[src/rtl/id_ex_pipe_reg_if.sv]
// Valid/ready stream carrying one ID->EX instruction payload.
// The producer side uses the master modport and the consumer side uses the slave modport.
interface id_ex_pipe_reg_if #(
    parameter int DATA_W  = 32,
    parameter int ADDR_W  = 5,
    parameter int OP_W    = 8,
    parameter int NUM_SRC = 2
);
    logic                      valid;
    logic                      ready;
    logic [OP_W-1:0]           op;
    logic [NUM_SRC*DATA_W-1:0] src;
    logic [ADDR_W-1:0]         waddr;
    logic                      wen;

    modport master (output valid, op, src, waddr, wen, input ready);
    modport slave  (input valid, op, src, waddr, wen, output ready);
endinterface

[src/rtl/id_ex_pipe_reg.sv]
// ID->EX pipeline register with a 2-entry skid buffer (MAIN drives EX, SKID holds the overflow).
// id_ready is decoded from the state register only, so there is no combinational ex_ready -> id_ready path.
module id_ex_pipe_reg #(
    parameter int DATA_W  = 32,
    parameter int ADDR_W  = 5,
    parameter int OP_W    = 8,
    parameter int NUM_SRC = 2
) (
    input  logic                clk,
    input  logic                rst,
    input  logic                flush,
    id_ex_pipe_reg_if.slave     id,
    id_ex_pipe_reg_if.master    ex
);
    localparam logic [1:0] EMPTY = 2'd0;
    localparam logic [1:0] BUSY  = 2'd1;
    localparam logic [1:0] FULL  = 2'd2;

    logic [1:0]                state_q, state_d;
    logic [OP_W-1:0]           main_op_q, main_op_d, skid_op_q, skid_op_d;
    logic [NUM_SRC*DATA_W-1:0] main_src_q, main_src_d, skid_src_q, skid_src_d;
    logic [ADDR_W-1:0]         main_waddr_q, main_waddr_d, skid_waddr_q, skid_waddr_d;
    logic                      main_wen_q, main_wen_d, skid_wen_q, skid_wen_d;
    logic                      in_hs, out_hs;

    assign id.ready = (state_q != FULL);
    assign ex.valid = (state_q != EMPTY);
    assign ex.op    = main_op_q;
    assign ex.src   = main_src_q;
    assign ex.waddr = main_waddr_q;
    assign ex.wen   = main_wen_q & ex.valid;

    assign in_hs  = id.valid & id.ready;
    assign out_hs = ex.valid & ex.ready;

    always_comb begin
        state_d      = state_q;
        main_op_d    = main_op_q;
        main_src_d   = main_src_q;
        main_waddr_d = main_waddr_q;
        main_wen_d   = main_wen_q;
        skid_op_d    = skid_op_q;
        skid_src_d   = skid_src_q;
        skid_waddr_d = skid_waddr_q;
        skid_wen_d   = skid_wen_q;
        if (flush) begin
            state_d      = EMPTY;
            main_op_d    = '0;
            main_src_d   = '0;
            main_waddr_d = '0;
            main_wen_d   = 1'b0;
            skid_op_d    = '0;
            skid_src_d   = '0;
            skid_waddr_d = '0;
            skid_wen_d   = 1'b0;
        end else begin
            case (state_q)
                EMPTY: begin
                    if (in_hs) begin
                        main_op_d    = id.op;
                        main_src_d   = id.src;
                        main_waddr_d = id.waddr;
                        main_wen_d   = id.wen;
                        state_d      = BUSY;
                    end
                end
                BUSY: begin
                    if (in_hs && out_hs) begin
                        main_op_d    = id.op;
                        main_src_d   = id.src;
                        main_waddr_d = id.waddr;
                        main_wen_d   = id.wen;
                    end else if (in_hs) begin
                        // EX stalled: park the newcomer behind the head entry
                        skid_op_d    = id.op;
                        skid_src_d   = id.src;
                        skid_waddr_d = id.waddr;
                        skid_wen_d   = id.wen;
                        state_d      = FULL;
                    end else if (out_hs) begin
                        state_d      = EMPTY;
                    end
                end
                FULL: begin
                    if (out_hs) begin
                        main_op_d    = skid_op_q;
                        main_src_d   = skid_src_q;
                        main_waddr_d = skid_waddr_q;
                        main_wen_d   = skid_wen_q;
                        state_d      = BUSY;
                    end
                end
                default: state_d = EMPTY;
            endcase
        end
    end

    always_ff @(posedge clk or negedge rst) begin
        if (!rst) begin
            state_q      <= EMPTY;
            main_op_q    <= '0;
            main_src_q   <= '0;
            main_waddr_q <= '0;
            main_wen_q   <= 1'b0;
            skid_op_q    <= '0;
            skid_src_q   <= '0;
            skid_waddr_q <= '0;
            skid_wen_q   <= 1'b0;
        end else begin
            state_q      <= state_d;
            main_op_q    <= main_op_d;
            main_src_q   <= main_src_d;
            main_waddr_q <= main_waddr_d;
            main_wen_q   <= main_wen_d;
            skid_op_q    <= skid_op_d;
            skid_src_q   <= skid_src_d;
            skid_waddr_q <= skid_waddr_d;
            skid_wen_q   <= skid_wen_d;
        end
    end
endmodule

[src/flat_wrapper.sv]
// flat-port wrapper written by rule: the top's interface ports become plain ports
module id_ex_pipe_reg_flat 
#(
    parameter int DATA_W  = 32,
    parameter int ADDR_W  = 5,
    parameter int OP_W    = 8,
    parameter int NUM_SRC = 2
)
  (clk, rst, flush, id_valid, id_op, id_src, id_waddr, id_wen, id_ready, ex_valid, ex_op, ex_src, ex_waddr, ex_wen, ex_ready);
  id_ex_pipe_reg_if #(.DATA_W(DATA_W), .ADDR_W(ADDR_W), .OP_W(OP_W), .NUM_SRC(NUM_SRC)) id_i ();
  id_ex_pipe_reg_if #(.DATA_W(DATA_W), .ADDR_W(ADDR_W), .OP_W(OP_W), .NUM_SRC(NUM_SRC)) ex_i ();
  input  logic clk;
  input  logic rst;
  input  logic flush;
  input wire logic [$bits(id_i.valid)-1:0] id_valid;
  input wire logic [$bits(id_i.op)-1:0] id_op;
  input wire logic [$bits(id_i.src)-1:0] id_src;
  input wire logic [$bits(id_i.waddr)-1:0] id_waddr;
  input wire logic [$bits(id_i.wen)-1:0] id_wen;
  output wire logic [$bits(id_i.ready)-1:0] id_ready;
  output wire logic [$bits(ex_i.valid)-1:0] ex_valid;
  output wire logic [$bits(ex_i.op)-1:0] ex_op;
  output wire logic [$bits(ex_i.src)-1:0] ex_src;
  output wire logic [$bits(ex_i.waddr)-1:0] ex_waddr;
  output wire logic [$bits(ex_i.wen)-1:0] ex_wen;
  input wire logic [$bits(ex_i.ready)-1:0] ex_ready;
  assign id_i.valid = id_valid;
  assign id_i.op = id_op;
  assign id_i.src = id_src;
  assign id_i.waddr = id_waddr;
  assign id_i.wen = id_wen;
  assign id_ready = id_i.ready;
  assign ex_valid = ex_i.valid;
  assign ex_op = ex_i.op;
  assign ex_src = ex_i.src;
  assign ex_waddr = ex_i.waddr;
  assign ex_wen = ex_i.wen;
  assign ex_i.ready = ex_ready;
  id_ex_pipe_reg #(.DATA_W(DATA_W), .ADDR_W(ADDR_W), .OP_W(OP_W), .NUM_SRC(NUM_SRC)) u_core (.clk(clk), .rst(rst), .flush(flush), .id(id_i), .ex(ex_i));
endmodule
[config.mk]
export PLATFORM = sky130hd
export DESIGN_NAME = id_ex_pipe_reg_flat
export DESIGN_NICKNAME = d
export VERILOG_FILES = /design/src/rtl/id_ex_pipe_reg_if.sv /design/src/rtl/id_ex_pipe_reg.sv /design/src/flat_wrapper.sv
export SDC_FILE = /design/constraint.sdc
export NUM_CORES = 1
export LEC_CHECK = 0
export CAP_MARGIN = 25
export CORE_MARGIN = 4
export CORE_UTILIZATION = 50
export DETAILED_ROUTE_END_ITERATION = 8
export MAX_ROUTING_LAYER = met4
export PLACE_DENSITY = 0.88
export SLEW_MARGIN = 20
export SYNTH_ARGS = -nofsm -noshare
export SYNTH_HDL_FRONTEND = slang
export SYNTH_SLANG_ARGS = --single-unit
[constraint.sdc]
create_clock -name clk -period 2.31 [get_ports clk]
set_input_delay 0.3465 -clock clk [delete_from_list [all_inputs] [get_ports clk]]
set_output_delay 0.3465 -clock clk [all_outputs]
set_load 0.005 [all_outputs]
==> reports/metrics.cfg, run 1 <==
[setup_path]
rr_endpoint=u_core.ex.src[45]$_DFFE_PN0P_
cp.required_ns=1.96
cp.arrival_ns=1.86
cp-start-kind=register
critical_path_s_top_delay_family=simple AND/OR/NAND/NOR gates

[status]
outcome=finished clean

[power]
power_top_consumer=registers
power.internal_mw=5.29
p_seq_share_pct=44.4
vdd_ir_drop_max_v=0.000462

[placement]
place.gp.congestion=0.790
port-buffer-count=162
number_of_instances_in_the_placed_design=917

[synth]
yosys.stat.seqShare_pct=57.1
postSynthRegisterBits=158
netlist_top_cells_count=sky130_fd_sc_hd__dfrtp_1 (158), sky130_fd_sc_hd__nand2_1 (156), sky130_fd_sc_hd__a21oi_1 (80)
yosys-dominant-comb-family=AND-OR/OR-AND gates
yosys.area.top_type_share_pct=57.1
largest_area_cell=sky130_fd_sc_hd__dfrtp_1

[grt]
grt_pass1_wl_um=30000
global_routing_usage_on_met2_pct=38.4
grt_max_degree=80
grt_overflow=0

[timing]
timing.setup.tns_ns=0

[die]
floorplan.die.width_um=126
io-pin-count=163
placeableCoreArea_mm2=0.0134

[worst_hold_path]
hold_path.class=primary input to register

[cells_and_area]
n_antenna_cell=0

[flow_run]
log.warning_count=26

[detailed_routing]
wl_met3_um=1160

[cts]
cts-root-buf=sky130_fd_sc_hd__clkbuf_16

==> run 1: cells by family (layout without fill, tap and decap cells) <==
| family | count (synthesis) | after routing |
|---|---|---|
| multiplexers | 79 | 79 |
| AND-OR/OR-AND | 160 | 160 |
| AND/OR/NAND/NOR | 167 | 167 |
| buffers and inverters | 52 | 209 |
| flip-flops | 158 | 158 |
==> run 1: placed cells by master, fill, tap and decap left out, drive strengths merged <==
cell and count:
a21oi 80, a22o 78, and2 1, buf 15, bufinv 3, clkbuf 24
clkdlybuf4s50 160, clkinv 4, dfrtp 158, dlygate4sd3 1, inv 2, mux2 78
mux2i 1, nand2 156, nand2b 3, nor2 2, nor2b 2, nor3 2
o211ai 1, o21ai 1, or2 1
==> run 1: worst max-delay path by stage <==
stage | start | endpoint | slack (ns) | cells after the start
after global routing | u_core.state_q[1]$_DFFE_PN0P_ | id_ready | 0.03 | 3
after global placement | id_valid | u_core.ex.src[29]$_DFFE_PN0P_ | 0.15 | 6
after floorplan | u_core.state_q[0]$_DFFE_PN0P_ | u_core.ex.op[0]$_DFFE_PN0P_ | 0.65 | 7
after detailed placement | id_valid | u_core.ex.src[29]$_DFFE_PN0P_ | 0.11 | 6
final | u_core.state_q[0]$_DFFE_PN0P_ | ex_wen | 0.1 | 3
after CTS | u_core.state_q[0]$_DFFE_PN0P_ | ex_wen | 0.04 | 3
==> run 1: area by class of cell <==
cell class                 count  area (um2)
multi-input combinational    406        2760
clock buffer                  24         482
timing repair buffer         176        1810
fill                         941        4050
tap                          176         220
sequential                   158        3960
clock inverter                 7         110
inverter                       2        10.0
==> run 1: timing repair <==
action / 4_1_cts / 5_1_grt
hold endpoints to repair: 62 / 0
endpoints found under the setup margin: 1 / 1
gates resized: 1 / 1
setup buffers: 0 / 0
cloned: 0 / 0
hold buffers: 1 / 0
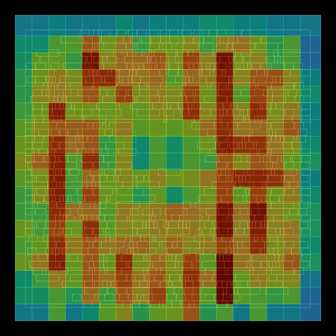
(run_1/congestion.png)
end-of-flow core utilization: 69.8%
GRT Total Usage: 24.3%

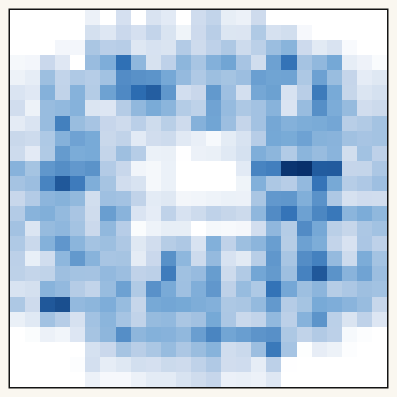
(run_1/metal_density.png)
Drawn at 3 px/um. 25 x 25 tiles, from white (low) to dark blue (high), scaled to the fullest tile. Values are wire area over tile area, all layers added.
mean over tiles: 0.19
nearly empty tiles: 13%
fullest tile: 0.62
tiles over half the peak: 15%
via count: 5461
final routed wire length divided by cell count: 19.3 um
total routed wirelength: 18400 um

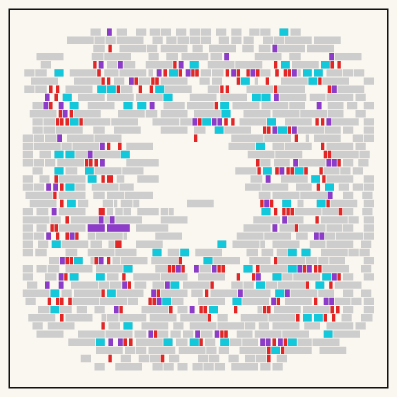
(run_1/logic_types.png)
Drawn at 3 px/um.
[purple] inverting AOI/OAI gates | cells: 82 | most used: a21oi_1 | where: widely spread
[red] NAND gates | cells: 159 | most used: nand2_1 | where: widely spread
[cyan] AND-OR and OR-AND gates | cells: 78 | most used: a22o_1 | where: widely spread
most common library cell in the layout ignoring fill and taps: sky130_fd_sc_hd__clkdlybuf4s50_1
fin cells: 949

==> run_1/clk_routes.png <==
Drawn at 4 px/um.
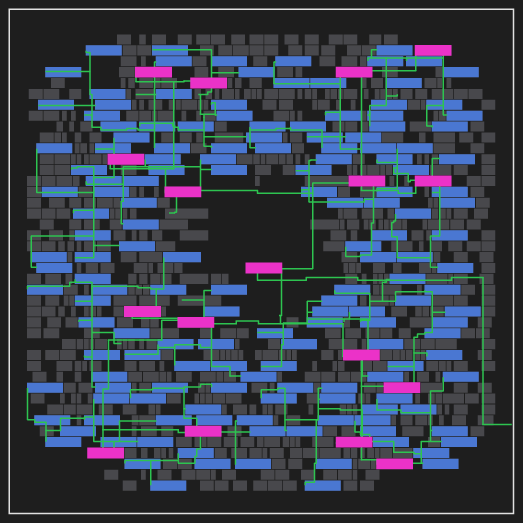

==> run 2, diff against run 1 <==
--- a/config.mk
+++ b/config.mk
@@ -7,10 +7,9 @@
 export LEC_CHECK = 0
 export CAP_MARGIN = 25
 export CORE_MARGIN = 4
-export CORE_UTILIZATION = 50
+export CORE_UTILIZATION = 42
 export DETAILED_ROUTE_END_ITERATION = 8
-export MAX_ROUTING_LAYER = met4
-export PLACE_DENSITY = 0.88
+export PLACE_DENSITY = 0.77
 export SLEW_MARGIN = 20
 export SYNTH_ARGS = -nofsm -noshare
 export SYNTH_HDL_FRONTEND = slang
==> constraint.sdc (replaced) <==
create_clock -name clk -period 2.31 [get_ports clk]
set_input_delay 0.3465 -clock clk [delete_from_list [all_inputs] [get_ports clk]]
set_output_delay 0.3465 -clock clk [all_outputs]
set_load 0.05 [all_outputs]
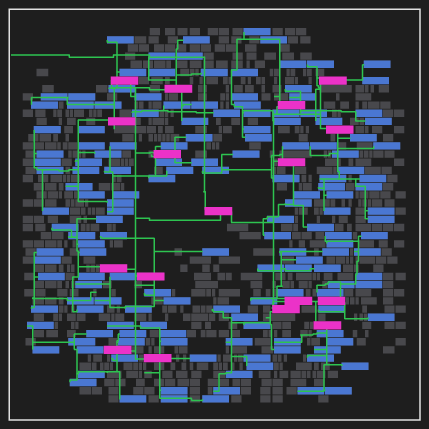
(run_2/clk_routes.png)
Drawn at 3 px/um.
[magenta] clock drivers | count: 17
[green] clock wires | length: 1900 um
[blue] flip-flops | count: 158
flops lie: widely spread

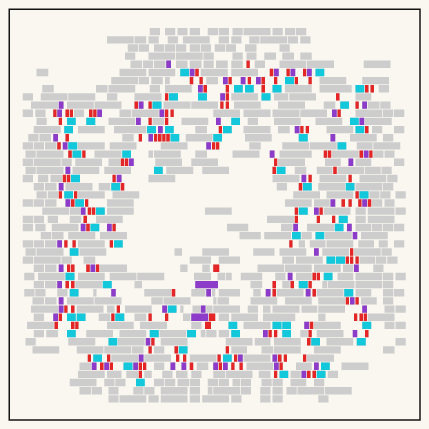
(run_2/logic_types.png)
Drawn at 3 px/um.
[red] NAND gates | cells: 159 | most used: nand2_1 | where: widely spread
[cyan] AND-OR and OR-AND gates | cells: 78 | most used: a22o_1 | where: widely spread
[purple] inverting AOI/OAI gates | cells: 82 | most used: a21oi_1 | where: widely spread

==> run 2 against run 1 <==
Combinational power rose by 46%; first-iteration DRC count fell by 21%; critical path depth fell by 1; critical path type unchanged; largest cell class unchanged.
==> reports/metrics.cfg, run 2 <==
[grt]
grtUsageTotal_pct=20.0  ; -4.3 points
grt_max_degree=71  ; -11%
grt_overflow=0  ; unchanged
grt_pass1_wl_um=29400  ; -1.8%

[die]
floorplan.die.width_um=136  ; +8.5%
io-pin-count=163  ; unchanged
placeableCoreArea_mm2=0.0160  ; +19%
core.rowCount=46
die_area_mm2=0.0186

[timing]
timing.setup.tns_ns=0  ; unchanged

[setup_path]
critical_path_depth=2  ; -1
crit_path_capture_type=output port
worst_setup_path_endpoint=ex_valid
cp-start-kind=register
critical_path.startpoint=u_core.state_q[1]$_DFFE_PN0P_
rr_endpoint=u_core.ex.op[1]$_DFFE_PN0P_
crit_type=register to output port
critical_path_s_top_delay_family=buffers and inverters
cp.arrival_ns=1.91  ; +0.05 ns
cp.required_ns=1.96  ; about the same

[synth]
yosys.stat.seqShare_pct=57.1  ; unchanged
yosys.area.top_type_share_pct=57.1  ; unchanged
postSynthRegisterBits=158  ; unchanged
netlist_top_cells_count=sky130_fd_sc_hd__dfrtp_1 (158), sky130_fd_sc_hd__nand2_1 (156), sky130_fd_sc_hd__a21oi_1 (80)
synthesis.instances=616
synth_top_cell_by_count=sky130_fd_sc_hd__dfrtp_1

[power]
power.internal_mw=5.37  ; +1.6%
p_seq_share_pct=40.8  ; -3.6 points
vdd_ir_drop_max_v=0.000503  ; +8.8%
power_density_mw_per_mm2=786

[flow_run]
log.warning_count=26  ; unchanged

[cells_and_area]
count_of_filler_cells_inserted_in_the_layout=1302  ; +38%
layout.cells.most_common_list=sky130_fd_sc_hd__clkdlybuf4s50_1 (158), sky130_fd_sc_hd__dfrtp_1 (158), sky130_fd_sc_hd__nand2_1 (156), sky130_fd_sc_hd__a21oi_1 (80), sky130_fd_sc_hd__a22o_1 (78)
n_antenna_cell=0  ; unchanged

[detailed_routing]
wl_um=17600  ; -4.2%
num_vias=5321  ; -2.6%

[placement]
place.gp.congestion=0.772  ; -2.2%
port-buffer-count=162  ; unchanged

[status]
outcome=finished clean

[cts]
cts-root-buf=sky130_fd_sc_hd__clkbuf_16
post_cts_buffers=0  ; unchanged

[worst_hold_path]
hold_path.class=primary input to register

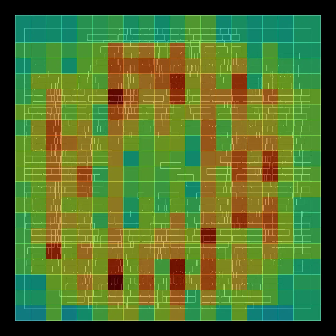
(run_2/congestion.png)
global routing met1 resource utilization: 26.0%
global routing usage on met2: 33.3%
final routed wire length divided by cell count: 17.7 um
peak-usage layer in the global routing report: met2
end-of-flow core utilization: 59.1%

## run 2: cell families after synthesis
family	share of synthesized area [%]
flip-flops	57.1
AND-OR/OR-AND	16.2
multiplexers	13.9
buffers and inverters	3.41
AND/OR/NAND/NOR	9.41
## run 2: routing by layer
metal / global-route usage (%) / vias up / share of wire, %
li1: - / 2445 / -
met1: 26.0 / 2676 / 43
met2: 33.3 / 179 / 50
met3: 4.48 / 21 / 6.2
met4: 6.66 / 0 / 1.5
met5: 0 / - / 0
## run 2: cell type report
class / count / area, um2 / area share [%]
clock inverters: 11 / 165 / 1.75
flip-flops and latches: 158 / 3950 / 41.8
multi-input cells: 406 / 2760 / 29.2
well taps: 216 / 270 / 2.86
inverters: 2 / 7.51 / 0.0794
repair buffers: 180 / 1840 / 19.5
clock buffers: 20 / 457 / 4.83
## run 2: worst register-to-register path: cells and delay by family (launching register included)
kind,cells,cell delay [ns]
AND-OR/OR-AND,1,0.18
multiplexers,1,0.17
buffers and inverters,2,0.73
AND/OR/NAND/NOR,2,0.32
flip-flops,1,0.37
## run 2: power by group through the flow
stage	Combinational [mW]	Clock [mW]	Sequential, mW
floorplan	0.404	0	3.51
global placement	1.43	0	3.07
detailed placement	1.45	0	3.08
CTS	1.46	3.00	3.03
global route	1.53	3.14	3.05
finish	1.44	2.95	3.03
## run 2: timing repair
item                                   CTS  global route
setup endpoints to repair                1             0
endpoints found under the hold margin   22             0
gates resized                            1             0
hold buffers                             1             0
## run 2: through the flow
step / power (mW) / hold slack (ns) / std cells / utilization, %
floorplan: 3.91 / 0.0509 / 616 / -
global placement: 4.50 / 0.218 / 961 / 55.1
detailed placement: 4.53 / 0.222 / 961 / 55.1
CTS: 7.49 / 0.234 / 993 / 59.1
global route: 7.72 / 0.267 / 993 / 59.1
finish: 7.43 / 0.248 / 993 / 59.1
==> run_2/metal_density.png <==
Drawn at 3 px/um. 27 x 27 tiles, from white (low) to dark blue (high), scaled to the fullest tile. Values are wire area over tile area, all layers added.
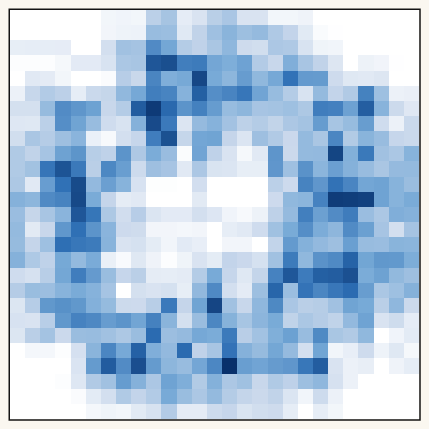

==> run 3, diff against run 2 <==
--- a/config.mk
+++ b/config.mk
@@ -5,8 +5,7 @@
 export SDC_FILE = /design/constraint.sdc
 export NUM_CORES = 1
 export LEC_CHECK = 0
-export CAP_MARGIN = 25
-export CORE_MARGIN = 4
+export CAP_MARGIN = 20
 export CORE_UTILIZATION = 42
 export DETAILED_ROUTE_END_ITERATION = 8
 export PLACE_DENSITY = 0.77
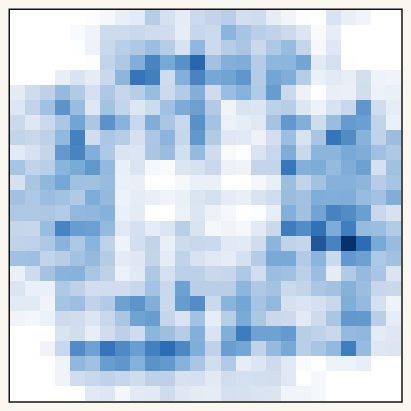
(run_3/metal_density.png)
Drawn at 3 px/um. 26 x 26 tiles, from white (low) to dark blue (high), scaled to the fullest tile. Values are wire area over tile area, all layers added.
densest ninth of the die: middle right
mean over tiles: 0.16
nearly empty tiles: 12%

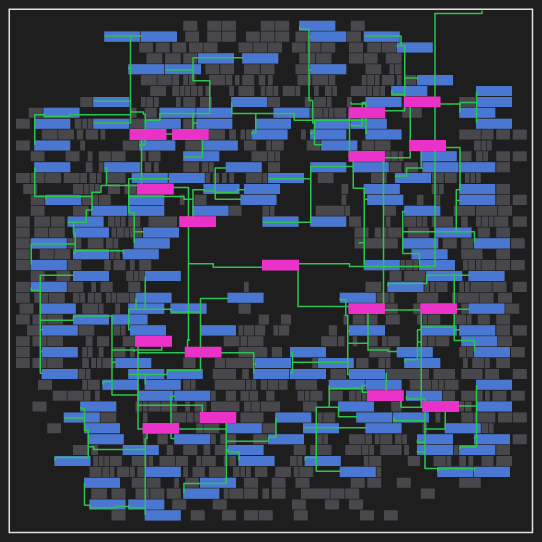
(run_3/clk_routes.png)
Drawn at 4 px/um.
[blue] flip-flops | count: 158
[green] clock wires | length: 1840 um
[magenta] clock drivers | count: 17
flops lie: widely spread

==> run 3 against run 2 <==
Design area down 0.79%; die size decreased by 8.6%; register-to-register slack worse by 0.02 ns; synthesized cell count is the same; area after synthesis did not move; sequential share of layout area up 0.34 points; via count is 0.36% higher; final cell count unchanged; global-route usage rose by 1.2 points; first-iteration DRC count decreased by 13%.
==> reports/metrics.cfg, run 3 <==
[timing]
timing.setup.tns_ns=0  ; unchanged

[setup_path]
cp.required_ns=1.96  ; about the same
crit_type=register to output port
cp.arrival_ns=1.86  ; -0.05 ns
rr_endpoint=u_core.ex.src[20]$_DFFE_PN0P_
cp-start-kind=register

[cells_and_area]
n_antenna_cell=0  ; unchanged
layout.cells.most_common_list=sky130_fd_sc_hd__clkdlybuf4s50_1 (158), sky130_fd_sc_hd__dfrtp_1 (158), sky130_fd_sc_hd__nand2_1 (156), sky130_fd_sc_hd__a21oi_1 (80), sky130_fd_sc_hd__a22o_1 (78)

[grt]
grt_max_degree=79  ; +11%
grt_overflow=0  ; unchanged
grtUsageTotal_pct=21.2  ; +1.2 points

[status]
outcome=finished clean

[synth]
synthesis.instances=616  ; unchanged
netlist_top_cells_count=sky130_fd_sc_hd__dfrtp_1 (158), sky130_fd_sc_hd__nand2_1 (156), sky130_fd_sc_hd__a21oi_1 (80)
synth_top_cell_by_count=sky130_fd_sc_hd__dfrtp_1
yosys.stat.seqShare_pct=57.1  ; unchanged

[die]
placeableCoreArea_mm2=0.0160  ; unchanged
core.rowCount=46  ; unchanged
floorplan.die.width_um=130  ; -4.4%
die_area_mm2=0.0170  ; -8.6%

[power]
clock_net_power_mw=2.67  ; -9.5%
power_in_combinational_cells_mw=1.43  ; about the same
power.internal_mw=5.15  ; -4.2%
power_top_consumer=registers
seq_power_mw=3.03  ; about the same

[placement]
port-buffer-count=162  ; unchanged

[flow_run]
log.warning_count=26  ; unchanged

[detailed_routing]
wl_um=17300  ; -1.9%
wl_per_cell_um=17.4  ; -1.9%

[worst_hold_path]
hold_path.class=primary input to register

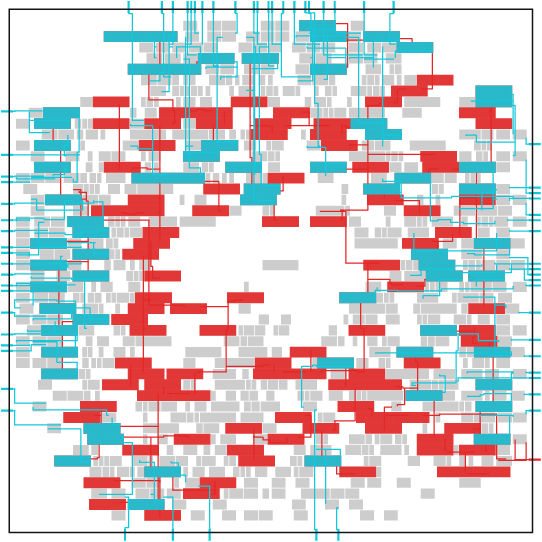
(run_3/io_fan.png)
Drawn at 4 px/um.
[cyan] ex_src | direction: output | end cells: 64 | buffers: 64 | wire: 2080 um
[red] rst | direction: input | end cells: 158 | buffers: 7 | wire: 1210 um

[run 3: cell families after synthesis]
logic type	Yosys count	share of synthesized area, %
and+or+nand+nor	167	9.41
AOI/OAI and AO/OA	160	16.2
DFF	158	57.1
muxes	79	13.9
buffers and inverters	52	3.41
[run 3: metrics by stage]
step	std cells	hold WS (ns)	total power [mW]	util, %
3_3_place_gp	961	0.365	4.49	55.0
5_1_grt	993	0.262	7.43	58.6
3_5_place_dp	961	0.359	4.52	55.0
4_1_cts	993	0.239	7.21	58.6
2_1_floorplan	616	0.0509	3.91	-
6_report	993	0.255	7.14	58.6
[run 3: area by class of cell]
class / count / area [um2]
fillers: 1305 / 6630
flip-flops and latches: 158 / 3950
multi-input cells: 406 / 2760
repair buffers: 180 / 1830
clock buffers: 24 / 472
well taps: 216 / 270
clock inverters: 7 / 87.6
inverters: 2 / 7.51
[run 3: worst max-delay path by stage]
stage	from	to	slack [ns]	depth (start not counted)
after CTS	u_core.state_q[1]$_DFFE_PN0P_	ex_valid	0.07	2
final	u_core.state_q[1]$_DFFE_PN0P_	ex_valid	0.1	2
after global placement	id_valid	u_core.ex.src[21]$_DFFE_PN0P_	0.07	6
after floorplan	u_core.state_q[1]$_DFFE_PN0P_	u_core.ex.op[0]$_DFFE_PN0P_	0.45	7
after detailed placement	id_valid	u_core.ex.src[20]$_DFFE_PN0P_	0.05	6
after global routing	u_core.state_q[1]$_DFFE_PN0P_	ex_valid	0.04	2
[run 3: layer usage]
layer,vias up,GRT usage (%),routed length (um)
met5,-,0,0
met4,0,6.63,167
met3,10,4.19,918
met2,187,34.3,8450
met1,2695,28.8,7720
li1,2448,-,-
[run 3: what timing repair did]
item	CTS	global route
hold endpoints to repair	52	0
buffers inserted	0	0
setup endpoints to repair	1	0
hold buffers	1	0
resized	1	0
Power figures rest on the tool's default switching activity, not on a simulated workload.
